Design id_ex_reg, sky130hd; sources not shown.
Fig. 1: run 1, congestion heat map
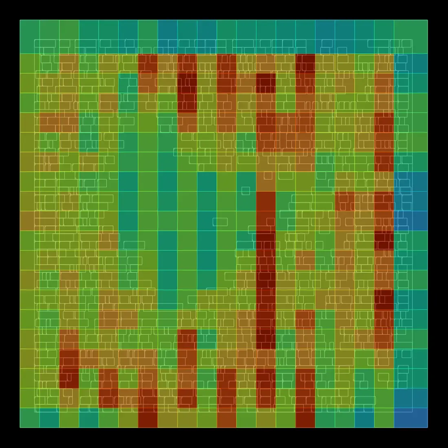
GRT busiest layer: met2
All-Layer GR Usage: 22.6%
met3 Resource Use GR: 9.34%
Core Util, Final: 62.2%
Wirelength per Cell: 19.0 um

Fig. 2: run 1, cells colored by class
The bar under the picture is 50 um long.
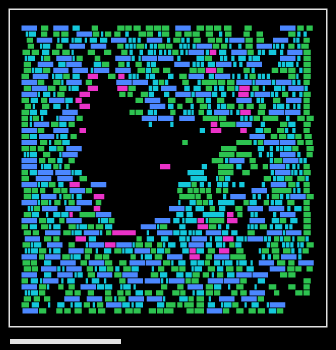
class	color	cells	share of their area
clock drivers and dummy loads	magenta	32	3.8%
combinational and other logic	cyan	459	28%
flops	blue	160	31%
other buffers and delay cells	green	403	37%
core box area: 17300 um2
row count: 48
flop share of the area: 29.8%
fin area: 10800 um2

Fig. 3: run 1, clock distribution
The bar under the picture is 50 um long.
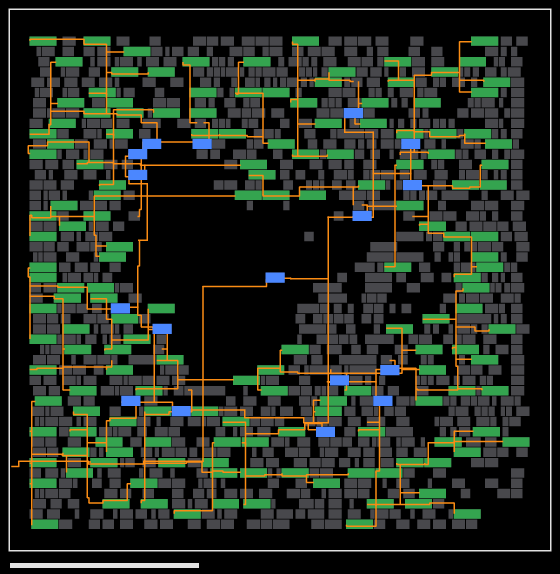
[clock wires] orange | length: 2070 um
[flip-flops] green | count: 160
[clock drivers] blue | count: 17
routed clock nets	18
flops lie	widely spread
P_clk: 2.41 mW
worst clock skew: 12.0 ps
clk ins delay skew pair: 450 ps
Clk pwr share: 32.3%

==> results.json, run 1 <==
{
  "port_buffers": 361,
  "synth_nets": 878,
  "enable_flop_cells": 0,
  "cts-root-buf": "clkbuf_8",
  "status": "finished clean",
  "postCtsHoldBufs": 0,
  "hold_depth": 3,
  "maxSlewViolCount": 0,
  "setup_ws_ps": 79.2,
  "min_path_type": "in2reg",
  "ys_chip_area_um2": 6360,
  "finalCriticalPeriod_ps": 1920,
  "ff_type": "dfxtp_1",
  "via_count": 6425,
  "dp_cells": 1244,
  "htreeDepth": 4,
  "worstSetupStartpointType": "input pin",
  "syn_area_um2": 6360,
  "cts_buffer_depth": 2,
  "synth_cell_types": 29,
  "final-hold-violation-count": 0,
  "pin_count": 362,
  "yosys_warnings": 0,
  "crit_fanout": 10,
  "dieArea_um2": 20400,
  "max_freq_ghz": 0.521,
  "leakage_nw": 5.00,
  "fin_crit_sh_pct": 96.0,
  "ys_top_cells_by_count": "dfxtp_1, mux2i_1, nor2_1",
  "area_growth_pct": 69.3,
  "setup_viol": 0,
  "power_mw": 7.46,
  "grt_pass1_vias": 6550,
  "drv_cap": 0,
  "timing.setup.critical_path_class": "in2reg",
  "dpl.hpwl_um": 18400,
  "r2r_slack_ps": 330,
  "synthArstFlopShare_pct": 0,
  "critPathArrivalTime_ps": 2260,
  "synth.area.top_cells": "dfxtp_1, mux2i_1, a21oi_1",
  "instances_no_fill": 1279,
  "timing.hold.ws_ps": 343,
  "cp_data_required_time_ps": 2330,
  "fp_util_pct": 36.7,
  "drc": 0,
  "r2r_cells": 6,
  "finalWirelength_um": 24300,
  "die.size.y_um": 143,
  "worstMarginPinSlew_ps": 551,
  "fin_nets": 1243,
  "syn_area_per_cell_um2": 9.40,
  "drive_gt1_share_pct": 10.5,
  "synth_stat.cells": 676,
  "vdd_drop_max_mv": 0.437,
  "clk_pin_slew_ps": 100,
  "synth_flops": 160,
  "dp_slack_ps": -504,
  "powerDensity_nw_per_um2": 693,
  "viasPerCell": 5.02,
  "die_w_um": 143,
  "yosys.cell_count.top_type": "dfxtp_1",
  "grt_pass1_wl_um": 35900,
  "warnings": 27,
  "crit_path_end_kind": "register",
  "layout_top_cells": "clkdlybuf4s50_1, dfxtp_1, dlygate4sd2_1, mux2i_1, nor2_1",
  "antenna_found_initial": 0,
  "drtAntennaViolNets": 0,
  "syn_inst": 676,
  "yosys.stat.seqShare_pct": 50.4,
  "cts_tree": "done",
  "gp_routability_congestion": 0.867,
  "largest_area_cell": "dfxtp_1",
  "yosysTopAreaCellShare_pct": 50.4,
  "lay_top_count": "clkdlybuf4s50_1",
  "drtIter0Drc": 278,
  "cts.sinks": 160,
  "num_antenna_cells": 0,
  "grt_max_degree": 70,
  "slew_headroom_pct": 63.4,
  "first_pass_iters": 4,
  "grt.overflow.total": 0,
  "cts_buffers": 17,
  "rsz0062_at_grt": "no"
}
==> run 1: per-layer routing <==
layer | up-vias | global-route usage, % | part of all wire, %
li1 | 3085 | - | -
met1 | 3004 | 25.4 | 38
met2 | 288 | 38.2 | 49
met3 | 48 | 9.34 | 11
met4 | 0 | 8.60 | 3.0
met5 | - | 0 | 0
==> run 1: critical path, stage by stage <==
cell	delay, ps
clkdlybuf4s50_1	450
buf_4	170
xor2_1	190
nor3_1	80
buf_4	150
a31oi_4	310
buf_12	200
mux2i_1	210
a21oi_1	80
==> run 1: logic make-up (layout without fill, tap and decap cells) <==
family / count (synthesis) / in the layout / synth area share [%]
AOI/OAI and AO/OA: 185 / 185 / 16.5
xor gates and xnor gates: 20 / 20 / 2.76
buffers and inverters: 58 / 436 / 4.04
DFF: 160 / 160 / 50.4
muxes: 112 / 112 / 17.6
and+or+nand+nor: 141 / 141 / 8.72
==> run 1: layout make-up <==
type,count,area [um2]
timing repair buffer,403,3910
fill,1522,6540
inverter,1,3.75
tap,225,282
sequential,160,3200
multi-input combinational,458,2960
clock buffer,20,275
clock inverter,12,123
==> run 1: power breakdown <==
group	total, mW	switching [mW]	internal (mW)	leakage (nW)
Combinational	1.69	0.932	0.759	3.49
Clock	2.41	1.30	1.11	0.205
Sequential	3.36	0.0614	3.30	1.31
Total	7.46	2.29	5.17	5.00
==> run 1: stage by stage <==
stage | instance area [um2] | setup TNS (ps)
after global placement | 10400 | -26390
after CTS | 10700 | 0
final | 10800 | 0
after floorplan | 6370 | -1950
after detailed placement | 10400 | -27870
after global routing | 10800 | 0
==> run 1: repair_timing <==
action                                  4_1_cts  5_1_grt
endpoints found under the setup margin      137       47
pin swaps                                     0        4
resized                                     135        6
gates cloned                                  0        2
setup buffers                                 0        1
## Run 2: what changed since run 1
--- a/config.mk
+++ b/config.mk
@@ -5,7 +5,6 @@
 export SDC_FILE = /design/constraint.sdc
 export NUM_CORES = 1
 export LEC_CHECK = 0
-export ABC_CLOCK_PERIOD_IN_PS = 2000
 export CORE_MARGIN = 5
 export CORE_UTILIZATION = 36
 export CTS_BUF_LIST = sky130_fd_sc_hd__clkbuf_8
Fig. 4: run 2, congestion heat map
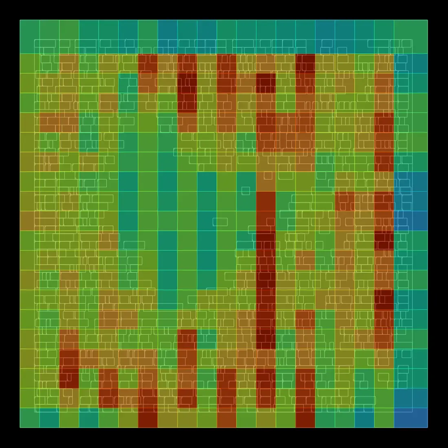
met2 usage: 38.2%
met1 GRT Util: 25.4%

==> results.json, run 2 <==
{
  "ys_sh_mux_pct": 17.6,
  "lay_top_count": "clkdlybuf4s50_1",
  "via_count": 6425,
  "grt_max_degree": 70,
  "drtAntennaViolNets": 0,
  "yosys.cell_count.top_type": "dfxtp_1",
  "max_freq_ghz": 0.521,
  "vdd_drop_max_mv": 0.437,
  "warnings": 27,
  "viasPerCell": 5.02,
  "synthArstFlopShare_pct": 0,
  "synth_cell_types": 29,
  "timing.hold.ws_ps": 343,
  "die_w_um": 143,
  "critPathArrivalTime_ps": 2260,
  "cts.sinks": 160,
  "cts_buffer_depth": 2,
  "cp_data_required_time_ps": 2330,
  "ff_type": "dfxtp_1",
  "simple_gate_area_share_pct": 8.72,
  "final-hold-violation-count": 0,
  "adder_share_pct": 0,
  "rows": 48,
  "grt_use_total_pct": 22.6,
  "cts_buffers": 17,
  "syn_area_per_cell_um2": 9.40,
  "leakage_nw": 5.00,
  "insertion_delay_ps": 450,
  "drc": 0,
  "finalCriticalPeriod_ps": 1920,
  "synth_nets": 878,
  "status": "finished clean",
  "synth_flops": 160,
  "hold_depth": 3,
  "area_growth_pct": 69.3,
  "first_pass_iters": 4,
  "synth.area.top_cells": "dfxtp_1, mux2i_1, a21oi_1",
  "cts_tree": "done",
  "synth.logic.top_family": "multiplexers",
  "pin_count": 362,
  "worstMarginPinSlew_ps": 551,
  "largest_area_cell": "dfxtp_1",
  "timing.setup.critical_path_class": "in2reg",
  "fin_area_um2": 10800,
  "drive_gt1_share_pct": 10.5,
  "dpl.hpwl_um": 18400,
  "r2r_slack_ps": 330,
  "gp_routability_congestion": 0.867,
  "fp_util_pct": 36.7,
  "die.size.y_um": 143,
  "drv_cap": 0,
  "grt_pass1_vias": 6550,
  "grt.overflow.total": 0,
  "port_buffers": 361,
  "synthXorXnorAreaFrac_pct": 2.76,
  "slew_headroom_pct": 63.4,
  "drtIter0Drc": 278,
  "core_area_um2": 17300,
  "place_area_um2": 10400,
  "enable_flop_cells": 0,
  "yosysTopAreaCellShare_pct": 50.4,
  "setup_viol": 0,
  "r2r_cells": 6,
  "finalCoreUtilization_pct": 62.2,
  "syn_area_um2": 6360,
  "num_antenna_cells": 0,
  "ys_chip_area_um2": 6360,
  "cts-root-buf": "clkbuf_8",
  "antenna_found_initial": 0,
  "postCtsHoldBufs": 0,
  "ys_top_cells_by_count": "dfxtp_1, mux2i_1, nor2_1",
  "yosys_warnings": 0,
  "fin_nets": 1243,
  "worstSetupStartpointType": "input pin",
  "syn_inst": 676,
  "finalWirelength_um": 24300,
  "rsz0062_at_grt": "no",
  "maxSlewViolCount": 0,
  "synth_stat.cells": 676,
  "crit_fanout": 10,
  "htreeDepth": 4,
  "layout_top_cells": "clkdlybuf4s50_1, dfxtp_1, dlygate4sd2_1, mux2i_1, nor2_1",
  "clk_pin_slew_ps": 100,
  "min_path_type": "in2reg",
  "power_mw": 7.46,
  "dieArea_um2": 20400,
  "powerDensity_nw_per_um2": 693,
  "crit_path_end_kind": "register",
  "grt_pass1_wl_um": 35900,
  "fin_crit_sh_pct": 96.0,
  "aoi_share_pct": 16.5,
  "yosys.stat.seqShare_pct": 50.4,
  "wl_per_cell_um": 19.0,
  "finClkSkew_ps": 12.0
}
Fig. 5: run 2, clock distribution
The bar under the picture is 50 um long.
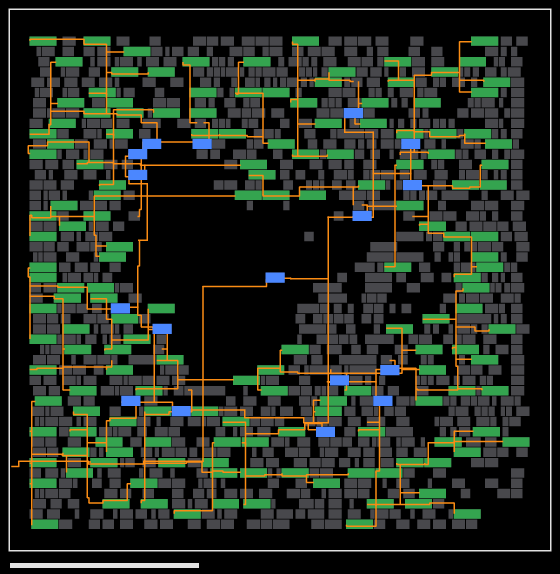
[clock drivers] blue | count: 17
[flip-flops] green | count: 160
[clock wires] orange | length: 2070 um
flops lie	widely spread
routed clock nets	18

-- run 2: cell counts after synthesis --
No cell type changed its count.
-- run 2: report_power, final --
group,leakage (nW),total (mW),switching (mW),internal [mW]
clock network,0.205,2.41,1.30,1.11
logic,3.49,1.69,0.932,0.759
registers,1.31,3.36,0.0614,3.30
-- run 2: routing by layer --
layer  global-route usage, %  part of all wire [%]
met4                    8.60                   3.0
met1                    25.4                    38
met3                    9.34                    11
met5                       0                     0
met2                    38.2                    49
-- run 2: cell type report --
class                   count  area, um2
clock buffers              20        275
clock inverters            12        123
fillers                  1522       6540
inverters                   1       3.75
multi-input cells         458       2960
flip-flops and latches    160       3200
well taps                 225        282
repair buffers            403       3910
-- run 2: cell families (layout without fill, tap and decap cells) --
kind of cell    after synthesis  in the layout
compound gates              185            185
buf+inv                      58            436
flops                       160            160
xor+xnor                     20             20
mux                         112            112
simple gates                141            141
-- run 2: repair_timing --
action,in CTS,in global routing
pin swaps,0,4
cloned,0,2
endpoints found under the setup margin,137,47
buffers inserted,0,1
resized,135,6
-- run 2: stage by stage --
step	instances	setup slack, ps	TNS, ps
floorplan	676	-91.2	-1950
global placement	1244	-473	-26390
detailed placement	1244	-504	-27870
CTS	1276	2.18	0
global route	1279	20.3	0
finish	1279	79.2	0
-- run 2: worst max-delay path, cell delays in order --
cell	delay, ps
clkdlybuf4s50_1	450
buf_4	170
xor2_1	190
nor3_1	80
buf_4	150
a31oi_4	310
buf_12	200
mux2i_1	210
a21oi_1	80
Power is estimated from default activity; no workload was simulated.
